### src/rtl/vedic_mac_accum.sv
// vedic_mac_accum: accumulates the unsigned product stream of the 4x4 Vedic
// multiplier into one saturating sum per frame. A frame closes on in_last or
// after MAX_TERMS beats. The result is then held for a valid/ready consumer.
module vedic_mac_accum #(
    parameter int PROD_W    = 8,
    parameter int ACC_W     = 16,
    parameter int MAX_TERMS = 16,
    parameter int CNT_W     = 5
) (
    input  logic              clk,
    input  logic              rst,
    input  logic              clear,
    input  logic              in_valid,
    output logic              in_ready,
    input  logic [PROD_W-1:0] in_prod,
    input  logic              in_last,
    output logic              out_valid,
    input  logic              out_ready,
    output logic [ACC_W-1:0]  out_sum,
    output logic [CNT_W-1:0]  out_count,
    output logic              out_ovf
);

    localparam logic [0:0]       S_ACC  = 1'b0;
    localparam logic [0:0]       S_HOLD = 1'b1;
    localparam logic [CNT_W-1:0] MAX_C  = CNT_W'(MAX_TERMS);

    logic [0:0]       state_q, state_d;
    logic [ACC_W-1:0] acc_q, acc_d;
    logic [CNT_W-1:0] cnt_q, cnt_d;
    logic             ovf_q, ovf_d;
    logic [ACC_W-1:0] out_sum_q, out_sum_d;
    logic [CNT_W-1:0] out_count_q, out_count_d;
    logic             out_ovf_q, out_ovf_d;

    logic [ACC_W:0]   add_res;
    logic [CNT_W-1:0] cnt_inc;

    // Saturating add: once the carry appears (or saturation already happened
    // this frame) the sum pins at all-ones. Returns {ovf, sum}.
    function automatic logic [ACC_W:0] sat_add(input logic [ACC_W-1:0] a,
                                               input logic [PROD_W-1:0] p,
                                               input logic sticky);
        logic [ACC_W:0] s;
        s = {1'b0, a} + (ACC_W+1)'(p);
        if (s[ACC_W] || sticky) begin
            return {1'b1, {ACC_W{1'b1}}};
        end
        return {1'b0, s[ACC_W-1:0]};
    endfunction

    assign in_ready  = (state_q == S_ACC);
    assign out_valid = (state_q == S_HOLD);
    assign out_sum   = out_sum_q;
    assign out_count = out_count_q;
    assign out_ovf   = out_ovf_q;

    // Next-state: clear aborts everything, ACC takes beats, HOLD waits for out_ready.
    always_comb begin
        state_d     = state_q;
        acc_d       = acc_q;
        cnt_d       = cnt_q;
        ovf_d       = ovf_q;
        out_sum_d   = out_sum_q;
        out_count_d = out_count_q;
        out_ovf_d   = out_ovf_q;
        add_res     = sat_add(acc_q, in_prod, ovf_q);
        cnt_inc     = cnt_q + CNT_W'(1);
        if (clear) begin
            state_d = S_ACC;
            acc_d   = '0;
            cnt_d   = '0;
            ovf_d   = 1'b0;
        end else if (state_q == S_ACC) begin
            if (in_valid) begin
                if (in_last || (cnt_inc == MAX_C)) begin
                    // Final beat: publish the result and restart the accumulator.
                    state_d     = S_HOLD;
                    out_sum_d   = add_res[ACC_W-1:0];
                    out_count_d = cnt_inc;
                    out_ovf_d   = add_res[ACC_W];
                    acc_d       = '0;
                    cnt_d       = '0;
                    ovf_d       = 1'b0;
                end else begin
                    acc_d = add_res[ACC_W-1:0];
                    cnt_d = cnt_inc;
                    ovf_d = add_res[ACC_W];
                end
            end
        end else if (out_ready) begin
            state_d = S_ACC;
        end
    end

    // State and result registers; reset drops any frame or held result at once.
    always_ff @(posedge clk or posedge rst) begin
        if (rst) begin
            state_q     <= S_ACC;
            acc_q       <= '0;
            cnt_q       <= '0;
            ovf_q       <= 1'b0;
            out_sum_q   <= '0;
            out_count_q <= '0;
            out_ovf_q   <= 1'b0;
        end else begin
            state_q     <= state_d;
            acc_q       <= acc_d;
            cnt_q       <= cnt_d;
            ovf_q       <= ovf_d;
            out_sum_q   <= out_sum_d;
            out_count_q <= out_count_d;
            out_ovf_q   <= out_ovf_d;
        end
    end

endmodule

### config.mk
export PLATFORM = sky130hd
export DESIGN_NAME = vedic_mac_accum
export DESIGN_NICKNAME = d
export VERILOG_FILES = /design/src/rtl/vedic_mac_accum.sv
export SDC_FILE = /design/constraint.sdc
export NUM_CORES = 1
export LEC_CHECK = 0
export CORE_MARGIN = 2
export CORE_UTILIZATION = 51
export CTS_BUF_LIST = sky130_fd_sc_hd__clkbuf_2
export DETAILED_ROUTE_END_ITERATION = 10
export GPL_TIMING_DRIVEN = 0
export HOLD_SLACK_MARGIN = 0.06
export PLACE_DENSITY = 0.79
export SLEW_MARGIN = 25
export SYNTH_ARGS = -nofsm -noshare
export SYNTH_HDL_FRONTEND = slang
export SYNTH_SLANG_ARGS = --single-unit
### constraint.sdc
create_clock -name clk -period 2.4 [get_ports clk]
set_input_delay 0.36 -clock clk [delete_from_list [all_inputs] [get_ports clk]]
set_output_delay 0.36 -clock clk [all_outputs]
set_load 0.01 [all_outputs]
==> summary.txt <==
The flow completed. Registers take 1130 um^2. The most critical min-delay path falls under primary input to async pin. Per the cell usage report, the commonest logic cell in the layout is dfrtp_1. By startpoint and endpoint, the worst setup path is classified as register to register. TritonCTS built the clock tree. Global-route wire length before repair landed at 9670 um. For the final routed database, the setup TNS stands at 0 ns. After synthesis, the design contains 255 cells according to Yosys.

Data required time of the critical path landed at 2.75 ns. The group that draws the most power in this run is sequential cells. The slowest stage of the critical path belongs to the cell dfrtp_1.

Of the combinational cells, the family taking the most area is AND-OR/OR-AND gates. Number of nets at floorplan landed at 280. The pin closest to its max-slew limit shows a slew of 0.626 ns. Setup repair after global routing left no endpoint under its margin. The area fraction of the largest cell type after synthesis is 44.4%. The net switching power in the latest report is 0.535 mW. Of all cell types, the one taking the most synthesized area is dfrtp_1. Fraction of the cycle the final worst path needs landed at 95.2%. Summed over all nets, wire length on met2 after detailed routing comes to 2940 um.

After Yosys synthesis, and, or, nand and nor cells account for 13.3% of the synthesized area. Switching part of the total landed at 29.5%. Area fraction of clock buffers and clock inverters landed at 2.03%. Per STA, the library cell used most along the worst path is nor3_2. Fraction of standard cell area that is sequential landed at 36.0%. Die area landed at 5550 um^2.

The critical path ends at out_sum[6]. met2 is the most crowded layer. STA lists the endpoint of the worst register-to-register path as out_sum[6]. Worst setup slack before clock tree synthesis landed at -0.708 ns. Number of maximum-capacitance constraint violations landed at 0. Headroom to the max-slew limit landed at 58.3%. The placed instances occupy a cell area of 3010 um^2. Number of global-route vias before repair landed at 2067. On the final layout, the worst hold slack is 0.198 ns. Sequential cells burn 49.4% of the power.

After detailed routing, the wire length on met1 is 2620 um. The highest metal layer carrying signal wires in the routed design is met4. Fraction of registers with async set/reset landed at 100%. Total power for the finished layout comes to 1.81 mW. Critical path arrival landed at 2.63 ns. Die outline height landed at 74.5 um. Looking at the clock tree report, the root buffer type is clkbuf_2. Power dissipated in combinational cells landed at 0.482 mW. In the log, the iteration count for the first detailed-route pass is 4. Remaining routing DRC violations landed at 0.

For this run, the top clock speed supported by timing is 0.438 GHz. Sequential fraction of the synthesis area landed at 44.4%. Summed standard-cell area reported by yosys landed at 2530 um^2. The run finished with clean final reports. In the final layout, multi-input gates take up 42.9% of the cell area.

Clock period minus worst slack landed at 2.29 ns. Pin count of the biggest net entering global routing landed at 26.
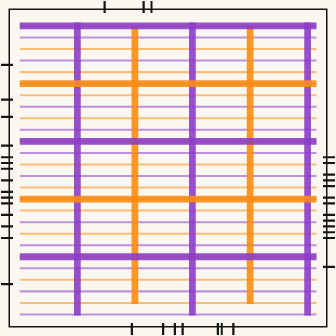
**Above:** PDN straps and rails.
Pins as bars on the die edge.
Key: VDD = orange; VSS = purple
38 signal pins sit on the boundary. 26 met1 rails follow the rows. 5 straps on met5. The core has 25 rows.
Core Area: 4750 um^2
Max rail drop VDD: 0.416 mV

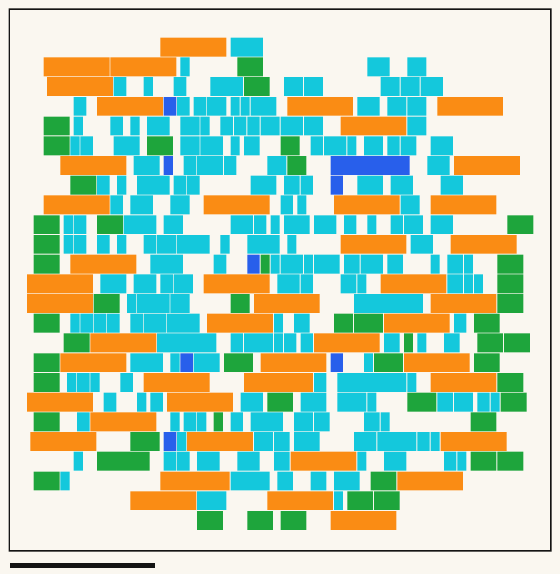
**Above:** cells colored by class.
The bar under the picture is 20 um long.
Key: combinational and other logic = cyan [cells 201, share of their area 45%]; other buffers and delay cells = green [cells 50, share of their area 16%]; flops = orange [cells 45, share of their area 37%]; clock drivers and dummy loads = blue [cells 8, share of their area 2.1%]
Final Util: 66.0%
standard-cell rows: 25

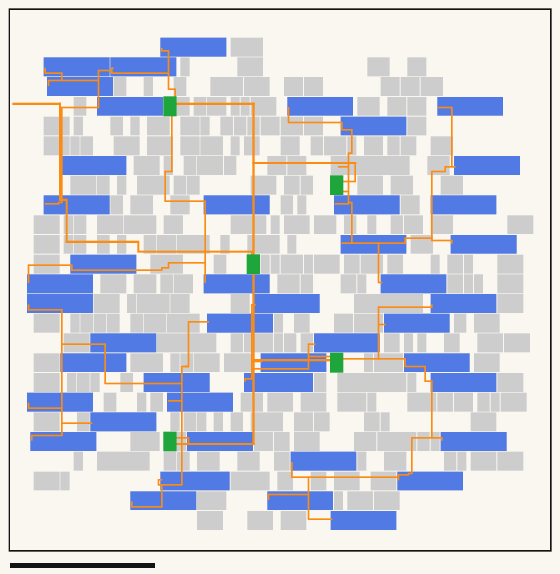
**Above:** clock wires, drivers and flops.
The bar under the picture is 20 um long.
Key: clock drivers = green [count 5]; flip-flops = blue [count 45]; clock wires = orange [length 568 um]
There are 6 routed clock nets.

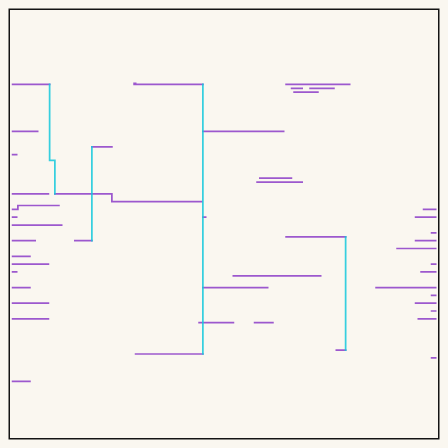
**Above:** signal wires by layer.
Only two layers are drawn.
Key: metal 3 = purple [wire length 260 um]; metal 4 = cyan [wire length 103 um]
wire length reported by the detailed router: 5930 um
wire length per cell: 16.0 um
overall via count from detail_route: 2168
overall track demand over capacity in global routing: 22.9%

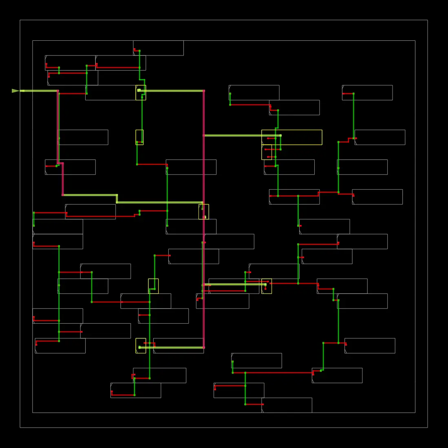
**Above:** clock routing.
clock tree buffer count of the final layout: 6
clock latency reported for the late side of the worst-skew pair: 0.44 ns
Layout Skew: 0.0246 ns
clock-net power: 0.434 mW
number of clock sinks: 45

No activity file was given, so power comes from the tool's default toggle rates.
